## src/rtl/bin_to_bcd_6dig_pkg.sv

```systemverilog
// bin_to_bcd_6dig_pkg: shared states, default sizes and constants for the BCD converter
package bin_to_bcd_6dig_pkg;
  localparam int BIN_W_DEF = 20;
  localparam int DIGITS_DEF = 6;
  localparam logic [3:0] BCD_ALL_NINES = 4'h9;
  typedef enum logic {ST_IDLE, ST_SHIFT} state_t;
  function automatic longint pow10(input int n);
    longint r = 1;
    for (int i = 0; i < n; i++) r = r * 10;
    return r;
  endfunction
endpackage

```

## src/rtl/bin_to_bcd_6dig_if.sv

```systemverilog
// bin_to_bcd_6dig_if: start/done request bus between a producer and the converter
interface bin_to_bcd_6dig_if
  import bin_to_bcd_6dig_pkg::*;
#(
  parameter int BIN_W = BIN_W_DEF,
  parameter int DIGITS = DIGITS_DEF
);
  logic iStart;
  logic [BIN_W-1:0] iBin;
  logic oBusy;
  logic oDone;
  logic [4*DIGITS-1:0] oBCD;
  logic oOvf;
  modport master(output iStart, iBin, input oBusy, oDone, oBCD, oOvf);
  modport slave(input iStart, iBin, output oBusy, oDone, oBCD, oOvf);
endinterface

```

## src/rtl/bin_to_bcd_6dig_adj.sv

```systemverilog
// bcd_digit_adj: double-dabble nibble correction, adds 3 to any digit of 5 or more
module bcd_digit_adj (
  input  logic [3:0] iDig,
  output logic [3:0] oDig
);
  assign oDig = (iDig >= 4'd5) ? iDig + 4'd3 : iDig;
endmodule

```

## src/rtl/bin_to_bcd_6dig.sv

```systemverilog
// bin_to_bcd_6dig: sequential shift-and-add-3 binary to packed BCD converter with saturation
module bin_to_bcd_6dig
  import bin_to_bcd_6dig_pkg::*;
#(
  parameter int BIN_W = BIN_W_DEF,
  parameter int DIGITS = DIGITS_DEF
) (
  input logic iCLK,
  input logic iRST_N,
  bin_to_bcd_6dig_if.slave bus
);
  localparam int SR_W = 4 * DIGITS + BIN_W;
  localparam int CNT_W = $clog2(BIN_W + 1);
  localparam logic [BIN_W-1:0] MAX_VAL = BIN_W'(pow10(DIGITS) - 1);

  if (pow10(DIGITS) - 1 >= (longint'(1) << BIN_W)) begin : gBadWidth
    $error("BIN_W too narrow to hold 10^DIGITS-1");
  end

  state_t state, stateNext;
  logic [CNT_W-1:0] cnt;
  logic [SR_W-1:0] sr, shifted;
  logic [4*DIGITS-1:0] adj, bcdQ;
  logic ovfQ, ovfOut, doneQ, lastShift;

  for (genvar d = 0; d < DIGITS; d++) begin : gAdj
    bcd_digit_adj uAdj (.iDig(sr[BIN_W+4*d +: 4]), .oDig(adj[4*d +: 4]));
  end

  assign shifted = {adj, sr[BIN_W-1:0]} << 1;

  // Next state: leave IDLE on a request, leave SHIFT after the final shift
  always_comb begin
    lastShift = (state == ST_SHIFT) && (cnt == CNT_W'(BIN_W - 1));
    stateNext = (state == ST_IDLE) ? (bus.iStart ? ST_SHIFT : ST_IDLE)
                                   : (lastShift ? ST_IDLE : ST_SHIFT);
  end

  // State, datapath and held outputs; a reset mid-conversion drops the partial result
  always_ff @(posedge iCLK) begin
    if (!iRST_N) begin
      state <= ST_IDLE;
      cnt <= '0;
      sr <= '0;
      ovfQ <= 1'b0;
      ovfOut <= 1'b0;
      bcdQ <= '0;
      doneQ <= 1'b0;
    end else begin
      state <= stateNext;
      doneQ <= lastShift;
      if (state == ST_IDLE && bus.iStart) begin
        sr <= {{(4*DIGITS){1'b0}}, bus.iBin};
        cnt <= '0;
        ovfQ <= bus.iBin > MAX_VAL;
      end else if (state == ST_SHIFT) begin
        sr <= shifted;
        cnt <= cnt + CNT_W'(1);
      end
      if (lastShift) begin
        bcdQ <= ovfQ ? {DIGITS{BCD_ALL_NINES}} : shifted[SR_W-1 -: 4*DIGITS];
        ovfOut <= ovfQ;
      end
    end
  end

  assign bus.oBusy = (state == ST_SHIFT);
  assign bus.oDone = doneQ;
  assign bus.oBCD = bcdQ;
  assign bus.oOvf = ovfOut;
endmodule

```

## src/flat_wrapper.sv

```systemverilog
// flat-port wrapper written by rule: the top's interface ports become plain ports
module bin_to_bcd_6dig_flat import bin_to_bcd_6dig_pkg::*;
#(
  parameter int BIN_W = BIN_W_DEF,
  parameter int DIGITS = DIGITS_DEF
)
  (iCLK, iRST_N, bus_iStart, bus_iBin, bus_oBusy, bus_oDone, bus_oBCD, bus_oOvf);
  bin_to_bcd_6dig_if #(.BIN_W(BIN_W), .DIGITS(DIGITS)) bus_i ();
  input logic iCLK;
  input logic iRST_N;
  input wire logic [$bits(bus_i.iStart)-1:0] bus_iStart;
  input wire logic [$bits(bus_i.iBin)-1:0] bus_iBin;
  output wire logic [$bits(bus_i.oBusy)-1:0] bus_oBusy;
  output wire logic [$bits(bus_i.oDone)-1:0] bus_oDone;
  output wire logic [$bits(bus_i.oBCD)-1:0] bus_oBCD;
  output wire logic [$bits(bus_i.oOvf)-1:0] bus_oOvf;
  assign bus_i.iStart = bus_iStart;
  assign bus_i.iBin = bus_iBin;
  assign bus_oBusy = bus_i.oBusy;
  assign bus_oDone = bus_i.oDone;
  assign bus_oBCD = bus_i.oBCD;
  assign bus_oOvf = bus_i.oOvf;
  bin_to_bcd_6dig #(.BIN_W(BIN_W), .DIGITS(DIGITS)) u_core (.iCLK(iCLK), .iRST_N(iRST_N), .bus(bus_i));
endmodule
```

## config.mk

```make
export PLATFORM = sky130hd
export DESIGN_NAME = bin_to_bcd_6dig_flat
export DESIGN_NICKNAME = d
export VERILOG_FILES = /design/src/rtl/bin_to_bcd_6dig_pkg.sv /design/src/rtl/bin_to_bcd_6dig_if.sv /design/src/rtl/bin_to_bcd_6dig_adj.sv /design/src/rtl/bin_to_bcd_6dig.sv /design/src/flat_wrapper.sv
export SDC_FILE = /design/constraint.sdc
export NUM_CORES = 1
export LEC_CHECK = 0
export CAP_MARGIN = 30
export CORE_MARGIN = 8
export CORE_UTILIZATION = 47
export DETAILED_ROUTE_END_ITERATION = 7
export PLACE_DENSITY_LB_ADDON = 0.2
export SLEW_MARGIN = 30
export SYNTH_ARGS = -nofsm -noshare
export SYNTH_HDL_FRONTEND = slang
export SYNTH_HIERARCHICAL = 1
export SYNTH_SLANG_ARGS = --single-unit
```

## constraint.sdc

```tcl
create_clock -name iCLK -period 2.81 [get_ports iCLK]
set_clock_uncertainty 0.15 [all_clocks]
set_input_delay 0.7025 -clock iCLK [delete_from_list [all_inputs] [get_ports iCLK]]
set_output_delay 0.7025 -clock iCLK [all_outputs]
set_load 0.1 [all_outputs]
```

layer_met1.png
Cells faint in the background.
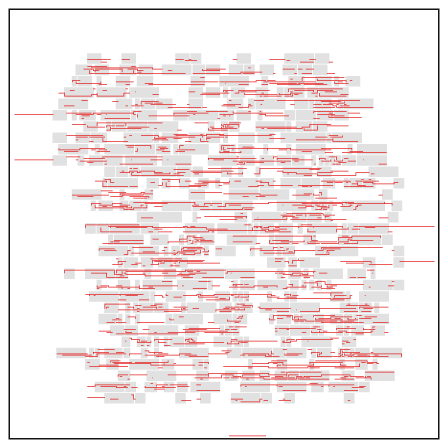
414 nets have wire on it. The longest straight run is 27.1 µm. The layer carries 3400 µm of wire. The wires run mostly horizontal.

layer_met2.png
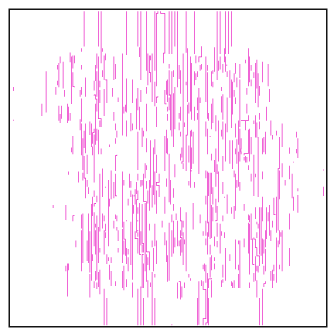
The longest straight run is 35.2 µm. 374 nets have wire on it. The layer holds 49% of the routed length. The layer carries 3560 µm of wire. The wires run mostly vertical.

layer_met3.png
Cells faint in the background.
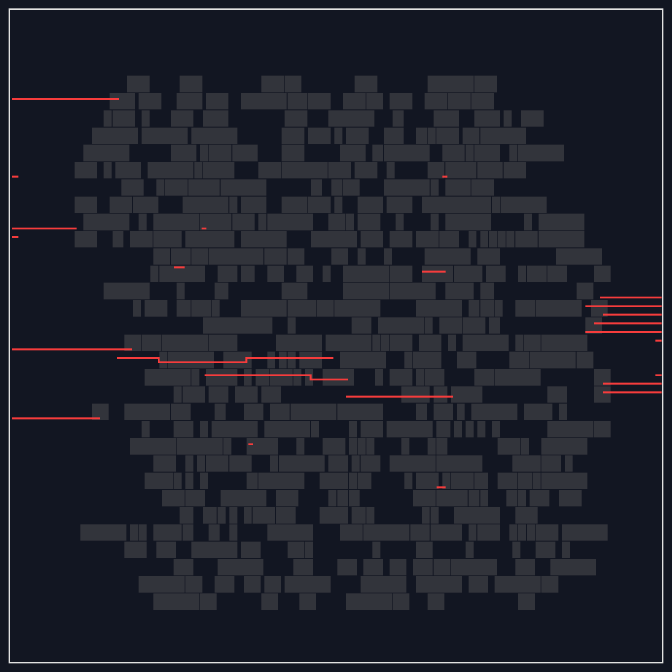
The longest straight run is 18.6 µm. The layer holds 2.9% of the routed length. 17 nets have wire on it. The layer carries 213 µm of wire.

==> results.yml <==
# implementation run metrics
timing:
  report.final.slew_viol_count: 0
  setup_ws_ns: 0.797
  setup-tns-final_ns: 0
  hold_viol_final: 0
  fmax_ghz: 0.497
  finalClockPeriodUsage_pct: 71.7
  period_minus_slack_ns: 2.01
  slew_headroom_pct: 68.5
  rsz0062_at_grt: "no"
  worst_pin_slew_ns: 0.473
clocking:
  clockBufferDepth: 2
  holdBufCountCts: 0
  cts_resized: 0
  numCtsBuffers: 9
  cts_root_buf: "clkbuf_8"
  clk_latency_ns: 0.34
  clkSinkCount: 77
  htreeDepth: 3
  cts.clk_slew.worst_paths_ns: 0.07
  cts_tree: "built"
  cts_setup_buffers: 0
setup_path:
  max_stage_delay_ns: 0.59
  worstPathRequired_ns: 1.96
  rrSetupSlack_ns: 0.95
  crit_end: "bus_oBusy"
  path_buffers: 1
  endpoint_kind: "primary output"
  reg2reg_to: "u_core/bus.oBCD[21]$_SDFFE_PN0P_"
  critPathTopFamily: "flip-flops"
  reg2reg_depth: 5
  worstSetupStartpoint: "u_core/bus.oBusy$_SDFF_PN0_"
  arrival_ns: 1.16
  start_kind: "flop"
  reg2reg_from: "u_core/cnt[0]$_SDFFE_PP0P_"
  crit_type: "flop to primary output"
  worstPathCellList: "buf_12"
  cp_slowest_cell: "dfxtp_2"
  cp_max_fo: 14
  worst-path-stages: 1
synth:
  syn_nets: 399
  syn_area_um2: 3540
  yosys_warnings: 6
  syn_area_per_cell_um2: 9.75
  synth_cells: 363
detailed_routing:
  ant_nets: 0
  dr.pass1.iters: 4
  initialDrtViolationCount: 55
  drt_wl_total_um: 7290
  viasPerCell: 5.07
  drcViolationCount: 0
  num_vias: 2622
power_and_ir_drop:
  p_leak_nw: 1.82
  seqPwrFrac_pct: 50.3
  powerDensity_nw_per_um2: 522
  switching_power_mw: 0.492
  sw_frac_of_total_pct: 21.9
  p_int_mw: 1.76
  clkPwrFrac_pct: 41.5
  ir_drop_uv: 291
  combPwrFrac_pct: 8.2
placed_design:
  place.gp.congestion: 0.781
  dp_cells: 501
  dp_hpwl_um: 5140
  port_buffers: 49
  place_ws_ns: 0.540
flow_run:
  drv_cap: 0
  log.warning_count: 32
run_status:
  status: "completed"
die:
  chipArea_um2: 10600
  die_x_um: 103
  die_h_um: 103
  rows: 31
  initial_core_util_pct: 48.5
  io_pins: 50
  core_area_um2: 7290
cells_and_area:
  fill_cells: 670
  fin_cells: 517
  diodes: 0
  areaGrowthSynthToFinish_pct: 21.9
  logic_area_um2: 1830
  fin_nets: 449
  drive_above_1_share_pct: 18.7
grt:
  grt_pass1_wl_um: 12500
  grt_pass1_vias: 2739
  antenna_found_initial: 0
  overflow: 0
  grt_use_total_pct: 14.9
  use_met2_pct: 25.2
min_path:
  worstHoldPathCells: 1
flops_by_reg.png
Bar = 20 µm.
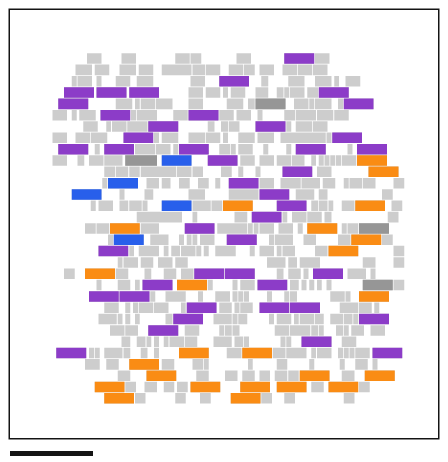
Key: purple = `u_core/sr` [placed flops 44]; orange = `u_core/bus.oBCD` [placed flops 24]; blue = `u_core/cnt` [placed flops 5, where middle left]
Another 4 sequential cells are not colored.
flop share of the area: 35.8%
storage element area: 1540 µm²
Seq group: 1.13 mW
final core utilization: 59.2%

congestion.png
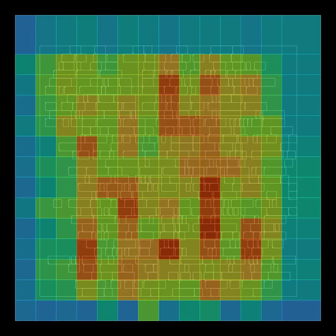
GR peak layer: met2
drt wl/cell: 14.1 µm
met1 Use GR: 17.8%
met3 GRT Util: 2.97%

state kept, by name, summed over array words and instances, names as in the netlist:
signal / count
u_core/sr: 44
u_core/bus.oDone: 1
u_core/ovfQ: 1
u_core/bus.oOvf: 1
u_core/bus.oBusy: 1
u_core/cnt: 5
u_core/bus.oBCD: 24
power by group through the flow:
stage	Sequential [mW]	Combinational [mW]	Clock (mW)
2_1_floorplan	1.15	0.121	0
6_report	1.13	0.185	0.934
4_1_cts	1.13	0.186	0.959
3_3_place_gp	1.16	0.183	0
3_5_place_dp	1.16	0.185	0
5_1_grt	1.13	0.201	1.01
per-stage QoR:
stage / area [µm²] / utilization (%) / hold WS (ns) / total power, mW
final: 4310 / 59.2 / 0.317 / 2.25
after global routing: 4310 / 59.2 / 0.336 / 2.35
after CTS: 4310 / 59.2 / 0.321 / 2.28
after detailed placement: 4090 / 56.1 / 0.297 / 1.34
after global placement: 4090 / 56.1 / 0.299 / 1.34
after floorplan: 3540 / - / 0.309 / 1.28
cells in the final DEF (no fill, tap or decap), drive strengths merged:
master / count
a211oi: 1
a21o: 1
a21oi: 7
a22o: 13
and4b: 1
buf: 36
bufinv: 2
clkbuf: 12
clkdlybuf4s50: 22
clkinv: 2
dfxtp: 77
ha: 13
inv: 16
mux2: 17
mux2i: 51
nand2: 24
nand2b: 11
nand3: 1
nand4: 2
nand4b: 1
nor2: 64
nor2b: 1
nor3: 2
nor4: 1
o21a: 2
o21ai: 12
o2bb2ai: 12
o31a: 1
o32ai: 1
or3: 1
or4: 1
xnor2: 8
xor2: 2
worst min-delay path by stage:
stage                                     startpoint                          endpoint  slack [ns]
finish               u_core/bus.oBCD[3]$_SDFFE_PN0P_   u_core/bus.oBCD[3]$_SDFFE_PN0P_        0.32
global route        u_core/bus.oBCD[19]$_SDFFE_PN0P_  u_core/bus.oBCD[19]$_SDFFE_PN0P_        0.34
CTS                 u_core/bus.oBCD[15]$_SDFFE_PN0P_  u_core/bus.oBCD[15]$_SDFFE_PN0P_        0.32
detailed placement  u_core/bus.oBCD[15]$_SDFFE_PN0P_  u_core/bus.oBCD[15]$_SDFFE_PN0P_        0.30
global placement     u_core/bus.oBCD[4]$_SDFFE_PN0P_   u_core/bus.oBCD[4]$_SDFFE_PN0P_        0.30
floorplan                  u_core/sr[9]$_SDFFE_PN0P_        u_core/sr[10]$_SDFFE_PN0P_        0.31
layout make-up:
type / instances / share of cell area (%)
clock buffers: 12 / 3.60
clock inverters: 4 / 1.62
flip-flops and latches: 77 / 35.8
repair buffers: 58 / 12.2
multi-input cells: 251 / 42.5
inverters: 16 / 1.39
well taps: 99 / 2.87
metal layers:
metal	routed length, µm	part of all wire, %
met1	3400	47
met2	3560	49
met3	212	2.9
met4	123	1.7
met5	0	0
No activity file was given, so power comes from the tool's default toggle rates.
